**Run 1: selected gate families**

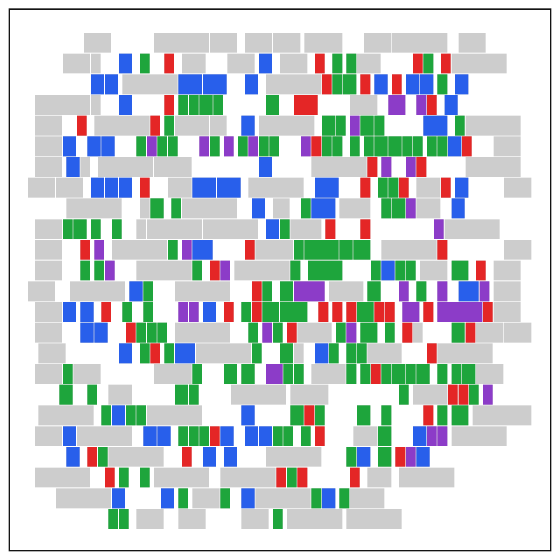
**Run 1: sequential cells grouped by signal name**

Scale bar: 20 um.
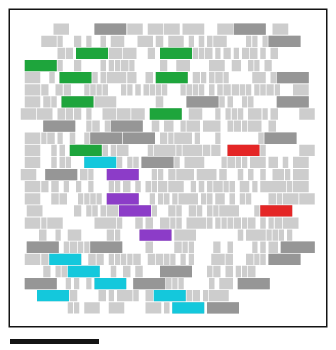
**Run 1: routed metal, one color a layer**

Only two layers are drawn.
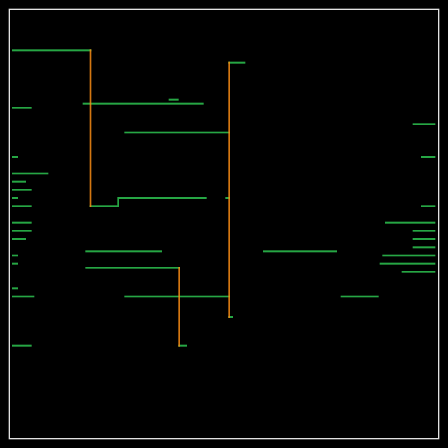
**Run 1: congestion heat map**

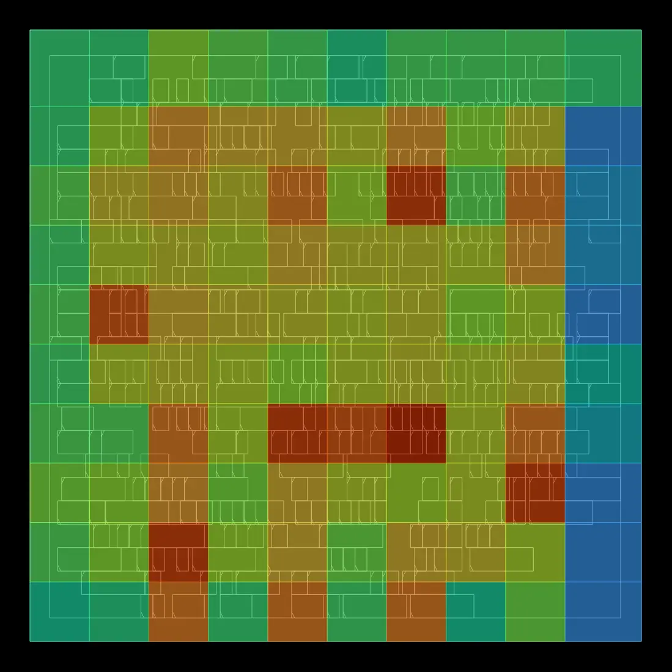
<file path="config.mk">
export PLATFORM = sky130hd
export DESIGN_NAME = seq_detect_ctrl
export DESIGN_NICKNAME = d
export VERILOG_FILES = /design/src/rtl/seq_detect_ctrl.sv
export SDC_FILE = /design/constraint.sdc
export NUM_CORES = 1
export LEC_CHECK = 0
export ABC_AREA = 1
export ABC_CLOCK_PERIOD_IN_PS = 2400
export CORE_MARGIN = 2
export CORE_UTILIZATION = 53
export DETAILED_ROUTE_END_ITERATION = 8
export GPL_TIMING_DRIVEN = 0
export PLACE_DENSITY = 0.78
export SKIP_LAST_GASP = 1
export SYNTH_ARGS = -nofsm -noshare
export SYNTH_HDL_FRONTEND = slang
export SYNTH_SLANG_ARGS = --single-unit
</file>
<file path="constraint.sdc">
create_clock -name clk -period 2.4 [get_ports clk]
set_input_delay 0.48 -clock clk [delete_from_list [all_inputs] [get_ports clk]]
set_output_delay 0.48 -clock clk [all_outputs]
set_load 0.01 [all_outputs]
</file>
<file path="src/rtl/seq_detect_ctrl.sv">
// rtl/seq_detect_ctrl.sv - programmable serial pattern detector with config handshake, arm/abort FSM and match counter
// Config is taken only while not running; a start checks the already-latched length.

module seq_detect_ctrl #(
    parameter  int MAX_LEN = 8,
    parameter  int CNT_W   = 8,
    localparam int LEN_W   = $clog2(MAX_LEN + 1)
) (
    input  logic               clk,
    input  logic               rst,
    input  logic               cfg_valid,
    output logic               cfg_ready,
    input  logic [MAX_LEN-1:0] cfg_pattern,
    input  logic [LEN_W-1:0]   cfg_len,
    input  logic               cfg_overlap,
    input  logic [CNT_W-1:0]   cfg_target,
    input  logic               start,
    input  logic               abort,
    input  logic               bit_valid,
    input  logic               bit_in,
    output logic               match,
    output logic [CNT_W-1:0]   match_count,
    output logic               busy,
    output logic               done
);

    typedef enum logic [1:0] {
        S_IDLE = 2'd0,
        S_RUN  = 2'd1,
        S_DONE = 2'd2
    } state_t;

    localparam logic [MAX_LEN-1:0] DEF_PAT = MAX_LEN'(4'b1011);
    localparam logic [LEN_W-1:0]   DEF_LEN = LEN_W'(4);

    state_t             r_state;
    state_t             w_state_nxt;

    logic [MAX_LEN-1:0] r_pattern;
    logic [LEN_W-1:0]   r_len;
    logic               r_overlap;
    logic [CNT_W-1:0]   r_target;

    logic [MAX_LEN-1:0] r_hist;
    logic [LEN_W-1:0]   r_fill;
    logic [CNT_W-1:0]   r_count;
    logic               r_match;

    logic               w_cfg_ok;
    logic               w_beat;
    logic               w_start_ok;
    logic [MAX_LEN-1:0] w_shift;
    logic [MAX_LEN-1:0] w_mask;
    logic [LEN_W:0]     w_fill_inc;
    logic               w_enough;
    logic               w_hit;
    logic [CNT_W-1:0]   w_cnt_inc;
    logic               w_cnt_max;
    logic               w_reach;

    assign w_cfg_ok   = (r_len >= LEN_W'(2)) && (r_len <= LEN_W'(MAX_LEN));
    assign w_beat     = (r_state == S_RUN) && bit_valid && !abort;
    assign w_start_ok = start && !abort && w_cfg_ok && (r_state != S_RUN);
    assign w_shift    = {r_hist[MAX_LEN-2:0], bit_in};
    assign w_fill_inc = {1'b0, r_fill} + (LEN_W + 1)'(1);
    assign w_enough   = w_fill_inc >= {1'b0, r_len};
    assign w_cnt_inc  = r_count + CNT_W'(1);
    assign w_cnt_max  = &r_count;
    assign w_reach    = (r_target != '0) && (w_cnt_inc == r_target);

    // Only the newest r_len history bits take part in the compare.
    always_comb begin
        w_mask = '0;
        for (int i = 0; i < MAX_LEN; i++) begin
            w_mask[i] = (LEN_W'(i) < r_len);
        end
    end

    assign w_hit = w_beat && w_enough && (((w_shift ^ r_pattern) & w_mask) == '0);

    always_ff @(posedge clk) begin
        if (rst) begin
            r_state <= S_IDLE;
        end else begin
            r_state <= w_state_nxt;
        end
    end

    always_comb begin
        w_state_nxt = r_state;
        case (r_state)
            S_IDLE: begin
                if (w_start_ok) w_state_nxt = S_RUN;
            end
            S_RUN: begin
                if (abort)                 w_state_nxt = S_IDLE;
                else if (w_hit && w_reach) w_state_nxt = S_DONE;
            end
            S_DONE: begin
                if (abort)           w_state_nxt = S_IDLE;
                else if (w_start_ok) w_state_nxt = S_RUN;
            end
            default: w_state_nxt = S_IDLE;
        endcase
    end

    always_ff @(posedge clk) begin
        if (rst) begin
            r_pattern <= DEF_PAT;
            r_len     <= DEF_LEN;
            r_overlap <= 1'b1;
            r_target  <= '0;
            r_hist    <= '0;
            r_fill    <= '0;
            r_count   <= '0;
            r_match   <= 1'b0;
        end else begin
            r_match <= w_hit;
            if (cfg_valid && cfg_ready) begin
                r_pattern <= cfg_pattern;
                r_len     <= cfg_len;
                r_overlap <= cfg_overlap;
                r_target  <= cfg_target;
            end
            if (w_start_ok) begin
                r_hist  <= '0;
                r_fill  <= '0;
                r_count <= '0;
            end else if (w_beat) begin
                r_hist <= w_shift;
                // Without overlap a match consumes its bits; the next needs a full fresh window.
                if (w_hit && !r_overlap) begin
                    r_fill <= '0;
                end else if (r_fill != LEN_W'(MAX_LEN)) begin
                    r_fill <= r_fill + LEN_W'(1);
                end
                if (w_hit && ((r_target != '0) || !w_cnt_max)) begin
                    r_count <= w_cnt_inc;
                end
            end
        end
    end

    assign cfg_ready   = (r_state != S_RUN);
    assign match       = r_match;
    assign match_count = r_count;
    assign busy        = (r_state == S_RUN);
    assign done        = (r_state == S_DONE);

endmodule
</file>
==> metrics.cfg, run 1 <==
[outcome]
outcome=complete, no violations

[finish]
inverters_excl_clock=58
fillCellCount=419
seq_area_um2=862.1
nNetsFinal=438
buffers_excl_clock=47
ff_count=43
buf_share_pct=14.99
multiInputCombCellCount=248
layout_top_cell=nand2_1
layout.area.comb_um2=1247

[synthesis]
most_common_cell=nand2_1
yosys.area.top_type=dfxtp_1
synth_top_flop_cell=dfxtp_1
synth-compound-area-share_pct=14.48
yosys-top-cells-count=103 x nand2_1, 56 x inv_1, 43 x dfxtp_1
yosys_warnings=0
synth-async-reset-ratio_pct=0
ys_sh_adder_pct=3.686
synthCells=357
top_logic_kind=simple AND/OR/NAND/NOR gates
fp_nets=392
edf_count=0
area_leaders=dfxtp_1 36%, nand2_1 16%, inv_1 8.8%, a21oi_1 6.7%, nand3_1 5.5%

[pwr]
ir_drop_mv=0.3111
p_seq_share_pct=53.4
p_sw_share_pct=27.17
clk-power_mw=0.423
pwr-share-comb_pct=17.1
cellLeakagePower_nw=1.280
power.switching_mw=0.3898
p_total_mw=1.435
powerDensity_nw_per_um2=493.9
powerComb_mw=0.245

[global_routing]
met1_usage_pct=32.12
gr-usage-met2_pct=35.83
grt_max_degree=12
overflow=0

[die]
fp_util_pct=54.95
rows=24
ioPinCount=40
die-area_um2=5035
core_area_um2=4324
die_w_um=70.96
tapCellCount=52

[place]
pre_cts_ws_ns=0.1402
dp.cells=448
place_congestion=0.8893
numPortBuffers=39

[final_timing]
fin_skew_ns=0.007170
fin_setup_tns_ns=0
setup_violations=0
period_used_pct=89.80
drv_slew=0
worst_pin_slew_ns=0.5138

[drt]
first_pass_iters=4
drtAntennaViolNets=0
dr_wl_met3_um=222
via_per_inst=5.004
wl_um=5475
top_layer_used=met4
vias=2272
wl_met2_um=2420

[flow_run]
maxCapViolations=0
warnings=27

[setup_path]
rr_endpoint=match_count[2]
r2r-start=r_fill[1]
rrSetupSlack_ns=0.24
cpPeakStageDelay_ns=0.40
path_cells=ha_1 > xor2_1 > ha_1 > nand2_1 > nand2_1 > nand3_1 > nand4_1 > nand4_2 > buf_6 > inv_6 > o21ai_2 > a21oi_2
worstSetupPathType=flop to flop
crit_family=simple AND/OR/NAND/NOR gates
critical-path-slowest-cell=dfxtp_1

[min_path]
hold_end=r_pattern[5]

[cts]
cts-root-buf=clkbuf_8
cts-hold-fix-buffers=0
cts_tree=yes
clkTransAtPathRegs_ns=0.07
post_cts_resized=0

Back to the opening pictures, 'selected gate families':
- inverters: red (cells 58; most used inv_1)
- inverting AOI/OAI gates: blue (cells 62; most used a21oi_1; where widely spread)
- NOR gates: purple (cells 31; most used nor2_1)
- NAND gates: green (cells 138; most used nand2_1)

Back to the opening pictures, 'sequential cells grouped by signal name':
- r_hist: cyan (flops 7)
- r_len: purple (flops 4)
- r_target: green (flops 8)
- r_state: red (flops 2)
- not colored: 22

Back to the opening pictures, 'routed metal, one color a layer':
- met4: orange (wire length 80.9 um)
- met3: green (wire length 222 um)

Back to the opening pictures, 'congestion heat map':
layer with the highest usage: met2
GR Util met3: 4.843%
Final Core Density: 67.19%
WL per Instance: 12.06 um

--- run 2 (diff from run 1) ---
--- a/config.mk
+++ b/config.mk
@@ -7,5 +7,5 @@
 export LEC_CHECK = 0
 export ABC_AREA = 1
-export ABC_CLOCK_PERIOD_IN_PS = 2400
+export ABC_CLOCK_PERIOD_IN_PS = 2110
 export CORE_MARGIN = 2
 export CORE_UTILIZATION = 53
@@ -13,4 +13,5 @@
 export GPL_TIMING_DRIVEN = 0
 export PLACE_DENSITY = 0.78
+export REMOVE_ABC_BUFFERS = 1
 export SKIP_LAST_GASP = 1
 export SYNTH_ARGS = -nofsm -noshare
==> constraint.sdc (replaced) <==
create_clock -name clk -period 2.11 [get_ports clk]
set_input_delay 0.211 -clock clk [delete_from_list [all_inputs] [get_ports clk]]
set_output_delay 0.211 -clock clk [all_outputs]
set_load 0.01 [all_outputs]
**Run 2: congestion heat map**

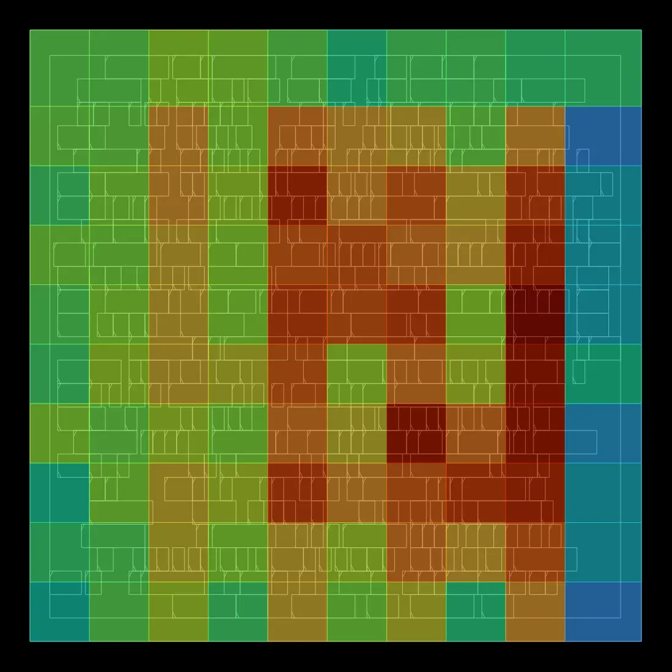
GRT Resource Usage Total: 23.04%
Final Core Density: 72.60%
met2 usage: 38.21%
GR Util met3: 4.558%
met1 usage in global routing: 30.32%

==> metrics.cfg, run 2 <==
[drt]
top_layer_used=met4
dr_wl_met3_um=283  ; +27%
wl_um=6149  ; +12%
detail_route.wl_per_cell_um=13.43  ; +11%
vias=2411  ; +6.1%
via_per_inst=5.264  ; +5.2%
first_pass_iters=5  ; +1
drtAntennaViolNets=0  ; unchanged

[setup_path]
start_kind=flop
required_ns=2.30
critical-path-slowest-cell=dfxtp_4
rr_endpoint=r_fill[2]
worstSetupPathType=flop to flop
path_cells=nand3_2 > xor2_1 > ha_1 > nand2_1 > nor2_1 > nand2_1 > nand4_1 > buf_6 > nand4_4 > nand2_4 > nand3_2 > nand2_2 > nor2_1
r2r_cells=13
cpPeakStageDelay_ns=0.41  ; about the same
crit_family=simple AND/OR/NAND/NOR gates
crit_end=r_fill[2]
rrSetupSlack_ns=-0.05  ; -0.30 ns

[die]
ioPinCount=40  ; unchanged
die_w_um=70.96  ; unchanged
tapCellCount=52  ; unchanged
fp_util_pct=54.95  ; unchanged
core_area_um2=4324  ; unchanged
die-area_um2=5035  ; unchanged

[flow_run]
maxCapViolations=0  ; unchanged
warnings=27  ; unchanged

[global_routing]
overflow=0  ; unchanged
grt_pass1_vias=2093
grt_most_used_layer=met2
grt_max_degree=36  ; +24

[pwr]
p_seq_mw=0.870
powerComb_mw=0.316  ; +29%
p_total_mw=1.768  ; +23%
p_seq_share_pct=49.2  ; -4.2 points
cellLeakagePower_nw=1.340  ; +4.6%
power.switching_mw=0.4908  ; +26%
clk-power_mw=0.582  ; +38%
p_sw_share_pct=27.75  ; +0.59 points
ir_drop_mv=0.3927  ; +26%
pwr-share-comb_pct=17.9  ; +0.8 points
powerDensity_nw_per_um2=563.3  ; +14%

[cts]
post_cts_resized=10  ; +10
cts_tree=yes
clkTransAtPathRegs_ns=0.08  ; about the same
cts-hold-fix-buffers=0  ; unchanged

[synthesis]
edf_count=0  ; unchanged
yosys_warnings=0  ; unchanged
yosys-top-cells-count=103 x nand2_1, 56 x inv_1, 43 x dfxtp_1
ys_sh_adder_pct=3.686  ; unchanged
synth-async-reset-ratio_pct=0  ; unchanged
yosys.area.top_type=dfxtp_1
synth_top_flop_cell=dfxtp_1
area_leaders=dfxtp_1 36%, nand2_1 16%, inv_1 8.8%, a21oi_1 6.7%, nand3_1 5.5%
numSynthFlops=43
top_logic_kind=simple AND/OR/NAND/NOR gates
synth_seq_share_pct=36.23
synth-compound-area-share_pct=14.48  ; unchanged
synthCells=357  ; unchanged
most_common_cell=nand2_1

[finish]
seq_area_um2=872.1  ; +1.2%
buf_share_pct=14.71  ; -0.28 points
layout_top_cell=nand2_1
nNetsFinal=440  ; +0.46%
multiInputCombCellCount=249  ; +0.40%
fillCellCount=349  ; -17%
layout.area.comb_um2=1418  ; +14%
buffers_excl_clock=48  ; +2.1%

[place]
place_congestion=0.8658  ; -2.6%
pre_cts_ws_ns=-0.3610  ; -0.5012 ns
dp.cells=440  ; -1.8%
numPortBuffers=39  ; unchanged

[final_timing]
worst_pin_slew_ns=0.6607  ; +0.1469 ns
fin_skew_ns=0.006473  ; -0.0006969 ns
fin_setup_tns_ns=-0.1601  ; -0.1601 ns
period_used_pct=102.5  ; +13 points
worst_slack_ns=-0.05350
setup_violations=6  ; +6
drv_slew=0  ; unchanged

[outcome]
failed_checks=setup timing
outcome=finished with violations

[min_path]
hold_class=input pin to flop
hold_end=r_pattern[3]

Power and IR drop assume default switching activity.
